[src/rtl/psum_acc_buf_pkg.sv]
// Shared constants and state encoding for the partial-sum accumulation buffer.
package psum_acc_buf_pkg;

  localparam int DEF_TILE_LEN = 28;
  localparam int DEF_PSUM_W   = 16;
  localparam int DEF_ACC_W    = 24;
  localparam int OUT_W        = 8;
  localparam int PTR_W        = 5;
  localparam int SHIFT_W      = 4;

  typedef enum logic [1:0] {
    ST_IDLE = 2'b00,
    ST_RUN  = 2'b01,
    ST_DONE = 2'b10
  } state_e;

endpackage

[src/rtl/psum_acc_buf_requant_relu.sv]
// Combinational ReLU, arithmetic right shift and clamp of an accumulator
// entry down to an unsigned output pixel.
module requant_relu
  import psum_acc_buf_pkg::*;
#(
  parameter int ACC_W = DEF_ACC_W
) (
  input  logic [ACC_W-1:0]   acc_i,
  input  logic [SHIFT_W-1:0] shift_i,
  output logic [OUT_W-1:0]   pix_o
);

  logic [ACC_W-1:0] mag_s;
  logic [ACC_W-1:0] shifted_s;

  // Negative sums clip to zero; anything above the output range saturates.
  always_comb begin
    mag_s     = {ACC_W{1'b0}};
    shifted_s = {ACC_W{1'b0}};
    pix_o     = {OUT_W{1'b0}};
    if (acc_i[ACC_W-1]) begin
      mag_s = {ACC_W{1'b0}};
    end else begin
      mag_s = acc_i;
    end
    shifted_s = mag_s >> shift_i;
    if (|shifted_s[ACC_W-1:OUT_W]) begin
      pix_o = {OUT_W{1'b1}};
    end else begin
      pix_o = shifted_s[OUT_W-1:0];
    end
  end

endmodule

[src/rtl/psum_acc_buf.sv]
// Accumulates partial sums across input channels into a tile-sized buffer and
// emits requantized pixels one cycle after each last-channel beat.
module psum_acc_buf
  import psum_acc_buf_pkg::*;
#(
  parameter int TILE_LEN = DEF_TILE_LEN,
  parameter int PSUM_W   = DEF_PSUM_W,
  parameter int ACC_W    = DEF_ACC_W
) (
  input  logic              clk,
  input  logic              rst_n,
  input  logic              start_conv,
  input  logic              p_valid_i,
  input  logic              last_chanel_i,
  input  logic              end_conv_i,
  input  logic [PSUM_W-1:0] psum_i,
  input  logic [3:0]        cfg_shift,
  output logic              ofm_valid,
  output logic [7:0]        ofm_data,
  output logic [4:0]        ofm_addr,
  output logic              busy,
  output logic              done,
  output logic              ovf
);

  state_e             state_q, state_d;
  logic [PTR_W-1:0]   ptr_q, ptr_d;
  logic               first_q, first_d;
  logic               ovf_q, ovf_d;
  logic [SHIFT_W-1:0] shift_q, shift_d;
  logic               ofm_valid_q, ofm_valid_d;
  logic [OUT_W-1:0]   ofm_data_q, ofm_data_d;
  logic [PTR_W-1:0]   ofm_addr_q, ofm_addr_d;
  logic               busy_q, busy_d;
  logic               done_q, done_d;

  logic [ACC_W-1:0]   mem_q [TILE_LEN];

  logic               beat_s;
  logic               wrap_s;
  logic [ACC_W:0]     rd_ext_s;
  logic [ACC_W:0]     ps_ext_s;
  logic [ACC_W:0]     sum_s;
  logic               sat_s;
  logic [ACC_W-1:0]   acc_s;
  logic [OUT_W-1:0]   pix_s;

  // A restart in the same cycle as a beat wins; the beat is dropped.
  assign beat_s = (state_q == ST_RUN) && p_valid_i && !start_conv;
  assign wrap_s = (ptr_q == PTR_W'(TILE_LEN - 1));

  // Widened add with signed saturation back to the accumulator width.
  always_comb begin
    rd_ext_s = {mem_q[ptr_q][ACC_W-1], mem_q[ptr_q]};
    ps_ext_s = {{(ACC_W + 1 - PSUM_W){psum_i[PSUM_W-1]}}, psum_i};
    if (first_q) begin
      sum_s = ps_ext_s;
    end else begin
      sum_s = rd_ext_s + ps_ext_s;
    end
    sat_s = sum_s[ACC_W] ^ sum_s[ACC_W-1];
    if (!sat_s) begin
      acc_s = sum_s[ACC_W-1:0];
    end else if (sum_s[ACC_W]) begin
      acc_s = {1'b1, {(ACC_W - 1){1'b0}}};
    end else begin
      acc_s = {1'b0, {(ACC_W - 1){1'b1}}};
    end
  end

  requant_relu #(
    .ACC_W(ACC_W)
  ) u_requant (
    .acc_i  (acc_s),
    .shift_i(shift_q),
    .pix_o  (pix_s)
  );

  // Buffer entries are never reset: the first channel of a group overwrites them.
  always_ff @(posedge clk) begin
    if (beat_s) begin
      mem_q[ptr_q] <= acc_s;
    end
  end

  // FSM next-state logic.
  always_comb begin
    state_d = state_q;
    case (state_q)
      ST_IDLE: begin
        if (start_conv) state_d = ST_RUN;
        else            state_d = ST_IDLE;
      end
      ST_RUN: begin
        if (start_conv)      state_d = ST_RUN;
        else if (end_conv_i) state_d = ST_DONE;
        else                 state_d = ST_RUN;
      end
      ST_DONE: begin
        if (start_conv) state_d = ST_RUN;
        else            state_d = ST_IDLE;
      end
      default: state_d = ST_IDLE;
    endcase
  end

  // FSM outputs, registered so they line up with the state they describe.
  always_comb begin
    busy_d = (state_d == ST_RUN);
    done_d = (state_d == ST_DONE);
  end

  // Pointer, channel tracking, sticky overflow and output pixel staging.
  always_comb begin
    ptr_d       = ptr_q;
    first_d     = first_q;
    ovf_d       = ovf_q;
    shift_d     = shift_q;
    ofm_valid_d = 1'b0;
    ofm_data_d  = ofm_data_q;
    ofm_addr_d  = ofm_addr_q;
    if (start_conv) begin
      ptr_d   = {PTR_W{1'b0}};
      first_d = 1'b1;
      ovf_d   = 1'b0;
      shift_d = cfg_shift;
    end else if (beat_s) begin
      if (wrap_s) begin
        ptr_d   = {PTR_W{1'b0}};
        first_d = last_chanel_i;
      end else begin
        ptr_d   = ptr_q + 5'd1;
        first_d = first_q;
      end
      if (sat_s) begin
        ovf_d = 1'b1;
      end else begin
        ovf_d = ovf_q;
      end
      if (last_chanel_i) begin
        ofm_valid_d = 1'b1;
        ofm_data_d  = pix_s;
        ofm_addr_d  = ptr_q;
      end else begin
        ofm_valid_d = 1'b0;
      end
    end else begin
      ptr_d = ptr_q;
    end
  end

  // State and control registers.
  always_ff @(posedge clk or negedge rst_n) begin
    if (!rst_n) begin
      state_q     <= ST_IDLE;
      ptr_q       <= {PTR_W{1'b0}};
      first_q     <= 1'b1;
      ovf_q       <= 1'b0;
      shift_q     <= {SHIFT_W{1'b0}};
      ofm_valid_q <= 1'b0;
      ofm_data_q  <= {OUT_W{1'b0}};
      ofm_addr_q  <= {PTR_W{1'b0}};
      busy_q      <= 1'b0;
      done_q      <= 1'b0;
    end else begin
      state_q     <= state_d;
      ptr_q       <= ptr_d;
      first_q     <= first_d;
      ovf_q       <= ovf_d;
      shift_q     <= shift_d;
      ofm_valid_q <= ofm_valid_d;
      ofm_data_q  <= ofm_data_d;
      ofm_addr_q  <= ofm_addr_d;
      busy_q      <= busy_d;
      done_q      <= done_d;
    end
  end

  assign ofm_valid = ofm_valid_q;
  assign ofm_data  = ofm_data_q;
  assign ofm_addr  = ofm_addr_q;
  assign busy      = busy_q;
  assign done      = done_q;
  assign ovf       = ovf_q;

endmodule

[config.mk]
export PLATFORM = sky130hd
export DESIGN_NAME = psum_acc_buf
export DESIGN_NICKNAME = d
export VERILOG_FILES = /design/src/rtl/psum_acc_buf_pkg.sv /design/src/rtl/psum_acc_buf_requant_relu.sv /design/src/rtl/psum_acc_buf.sv
export SDC_FILE = /design/constraint.sdc
export NUM_CORES = 1
export LEC_CHECK = 0
export CORE_ASPECT_RATIO = 1.5
export CORE_MARGIN = 2
export CORE_UTILIZATION = 50
export DETAILED_ROUTE_END_ITERATION = 16
export PLACE_DENSITY = 0.65
export SLEW_MARGIN = 0
export SYNTH_ARGS = -nofsm -noshare
export SYNTH_HDL_FRONTEND = slang
export SYNTH_SLANG_ARGS = --single-unit
[constraint.sdc]
create_clock -name clk -period 13.3 [get_ports clk]
set_clock_uncertainty 0.1 [all_clocks]
set_input_delay 2.66 -clock clk [delete_from_list [all_inputs] [get_ports clk]]
set_output_delay 2.66 -clock clk [all_outputs]
set_load 0.005 [all_outputs]
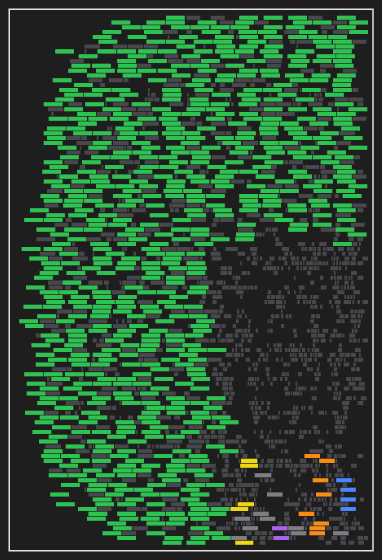
Run 1: register map, names as in the netlist
[yellow] `ptr_q` | flops: 5
[orange] `ofm_data` | flops: 8 | where: south-east
[green] `mem_q` | flops: 672 | where: spread over the die
[purple] `state_q` | flops: 2
[blue] `shift_q` | flops: 4 | where: south-east

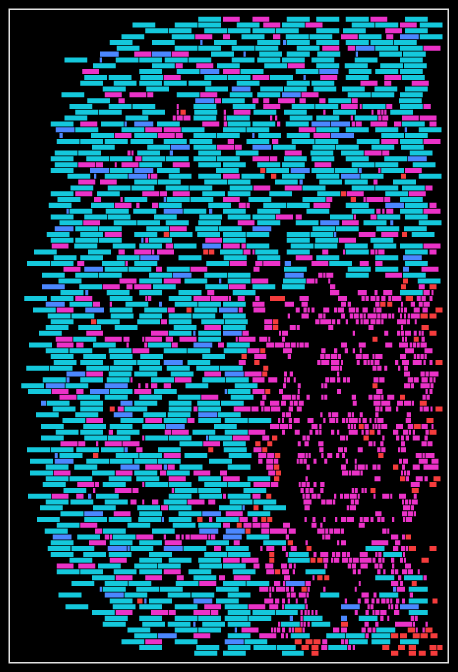
Run 1: placement by cell class
[cyan] registers | cells: 701 | share of their area: 64%
[magenta] remaining logic cells | cells: 964 | share of their area: 28%
[blue] clock drivers and dummy loads | cells: 110 | share of their area: 5.7%
[red] remaining buffers and delay cells | cells: 111 | share of their area: 2.9%

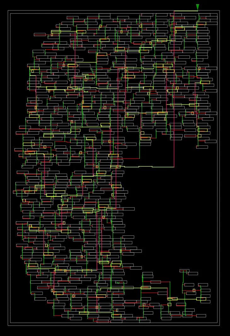
Run 1: clock nets
total number of sequential cells: 701
clock latency at the later pin of the worst-skew pair: 0.64 ns
Clock Buffer Count: 73

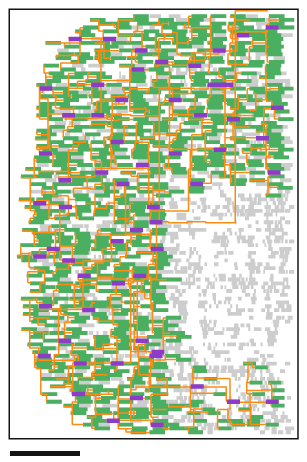
Run 1: routed clock nets over the placement
Scale bar: 50 um.
[purple] clock-net drivers | count: 60
[green] flip-flops | count: 701
[orange] clock wires | length: 7400 um
routed clock nets: 61
clock group share of total power: 35.8%
clk pwr: 1.68 mW

==> run 1: power groups by stage <==
stage / sequential (mW) / combinational [mW] / clock [mW]
3_5_place_dp: 2.54 / 0.508 / 0
6_report: 2.49 / 0.509 / 1.68
2_1_floorplan: 2.53 / 0.330 / 0
3_3_place_gp: 2.54 / 0.502 / 0
4_1_cts: 2.49 / 0.510 / 1.71
5_1_grt: 2.49 / 0.550 / 1.79
==> run 1: path summary, 6_finish.rpt <==
path,endpoint,depth (start not counted),slack (ns),from
max,ofm_data[7],27,4.78,ptr_q[0]
min,ofm_addr[2],2,0.39,ofm_addr[2]
max reg2reg,ofm_data[7],27,4.78,ptr_q[0]
min reg2reg,ofm_addr[2],2,0.39,ofm_addr[2]
max in group asynchronous,first_q,2,10.46,rst_n
min in group asynchronous,ofm_valid,2,2.31,rst_n
==> run notes, run 1 <==
run results: Mapped Nets=1829, flip-flop count of the largest register, all copies and words added=around 670, average wire length per cell after detail routing=30.3 um, Detail Route Antenna Nets=0, leading post-synthesis cells by cell area=edfxtp_1 67%, mux4_2 13%, dfrtp_1 2.3%, RSZ-0062 raised after global routing=no, final standard cell area without fillers=roughly 34000 um2, final period utilization=64.0%, highest metal used=met4, pin count of the biggest net entering global routing=60, Synth Area in Compound Gates=7.00%, number of antenna violations at the first check in global routing=0, M1 GR Usage=33.5%, Die Y=305 um, Final Non-Filler Cells=2670, global routing met2 resource utilization=roughly 47%, total power=4.68 mW, library cell with the largest summed area after synthesis=edfxtp_1, final global-route overflow total=0, global-route wire length before repair=119 mm, worst-case setup margin in the final layout=4.78 ns, Die X=approximately 200 um, length of routed met2 wiring=43.3 mm, CP Buf/Inv Count=3, fill cell total of the finished layout=between 4000 and 5000, outcome=completed, Combinational Area=approximately 9000 um2, count of port buffers added during placement=42, minimum hold slack=0.392 ns, top logic cell by instance count in the layout=edfxtp_1, Routed met1 length=a little over 30 mm, multiplexer area fraction after synthesis=15.0%, routed via count divided by cell count=6.40, register with the most flip-flops=mem_q, inverter count of the layout excluding clock inverters=30, Placed Instances=approximately 2600, power density over cell area=138 nW/um2, clock tree from TritonCTS=done, Max Freq=0.117 GHz, Final #Nets=1895, total CTS buffers=around 60, cell resize tally after clock tree synthesis=0
==> inputs of run 2 (changes only) <==
- PLACE_DENSITY: 0.65 -> 0.67
- clock period: 13.3 -> 7.55 ns (I/O delays scaled with it)
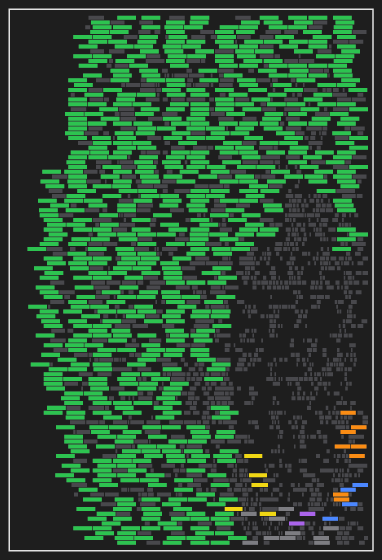
Run 2: register map, names as in the netlist
[blue] `shift_q` | flops: 4 | where: south-east
[orange] `ofm_data` | flops: 8 | where: south-east
[green] `mem_q` | flops: 672 | where: spread over the die
[yellow] `ptr_q` | flops: 5
[purple] `state_q` | flops: 2
FF+latch area: 20900 um2
Final Core Density: 57.9%
sequential-cell power consumption: 4.39 mW
register fraction of the total cell area: 60.4%

==> run notes, run 2 <==
run results: outcome=completed, Synth Area in Compound Gates=7.00% (unchanged), highest metal used=met4, Levels on crit path=25 (-7.4%), clock tree from TritonCTS=done, destination of the critical timing path=ofm_data[1], length of routed met2 wiring=44.7 mm (+3.4%), R2R setup slack=0.36 ns (-4.42 ns), Placed Instances=2618 (+2.3%), Detail Route Antenna Nets=0 (unchanged), Routed met1 length=30.0 mm (-0.71%), Worst Hold End=ofm_addr[2], launch point of the worst path=ptr_q[1], total CTS buffers=60 (unchanged), clock latency at the later pin of the worst-skew pair=0.64 ns (about the same), cell count of the worst reg-to-reg path=25 (-7.4%), multiplexer area fraction after synthesis=15.0% (unchanged), routed via count divided by cell count=6.45 (+0.76%), register with the most flip-flops=mem_q, power density over cell area=249 nW/um2 (+80%), final standard cell area without fillers=34600 um2 (+2.5%), worst hold stages=2 (unchanged), Max Freq=0.139 GHz (+18%), startpoint of the tightest hold check path=ofm_addr[2], final global-route overflow total=0 (unchanged), Mapped Nets=1829 (unchanged), M1 GR Usage=33.5% (-0.048 points), Final #Nets=1955 (+3.2%), library cell with the largest summed area after synthesis=edfxtp_1
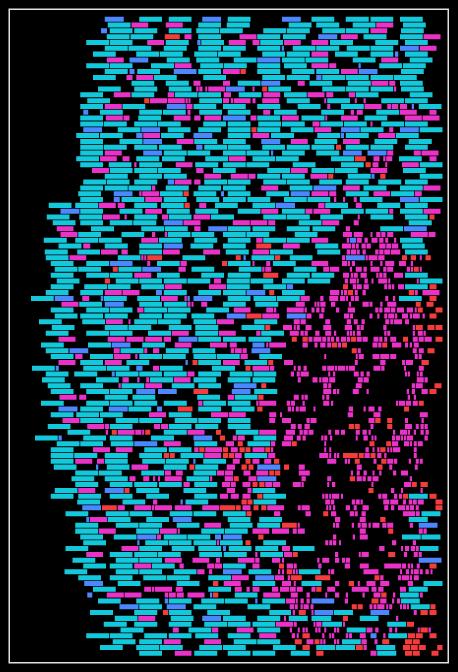
Run 2: placement by cell class
[magenta] remaining logic cells | cells: 964 | share of their area: 27%
[blue] clock drivers and dummy loads | cells: 114 | share of their area: 6.3%
[cyan] registers | cells: 701 | share of their area: 62%
[red] remaining buffers and delay cells | cells: 171 | share of their area: 4.6%

-- run 2: netlist changes by cell type in the layout (fill, tap and decap cells not counted), moves of 5 or more --
cell	previous run	this run
buf_4	68	115
buf_12	1	12
bufinv_16	3	11
clkinv_1	13	5
inv_6	2	7
nor3_2	7	12
-- run 2: final cells by class --
class,count,area (um2)
fillers,4475,25200
flip-flops and latches,701,20900
multi-input cells,934,8960
clock buffers,70,1560
repair buffers,171,1550
well taps,784,981
clock inverters,44,554
inverters,30,113
-- run 2: repair_timing --
| action | CTS | global route |
|---|---|---|
| gates resized | 0 | 1 |
| endpoints found under the setup margin | 0 | 8 |
| hold buffers | 0 | 0 |
| setup buffers | 0 | 1 |
Power figures rest on the tool's default switching activity, not on a simulated workload.
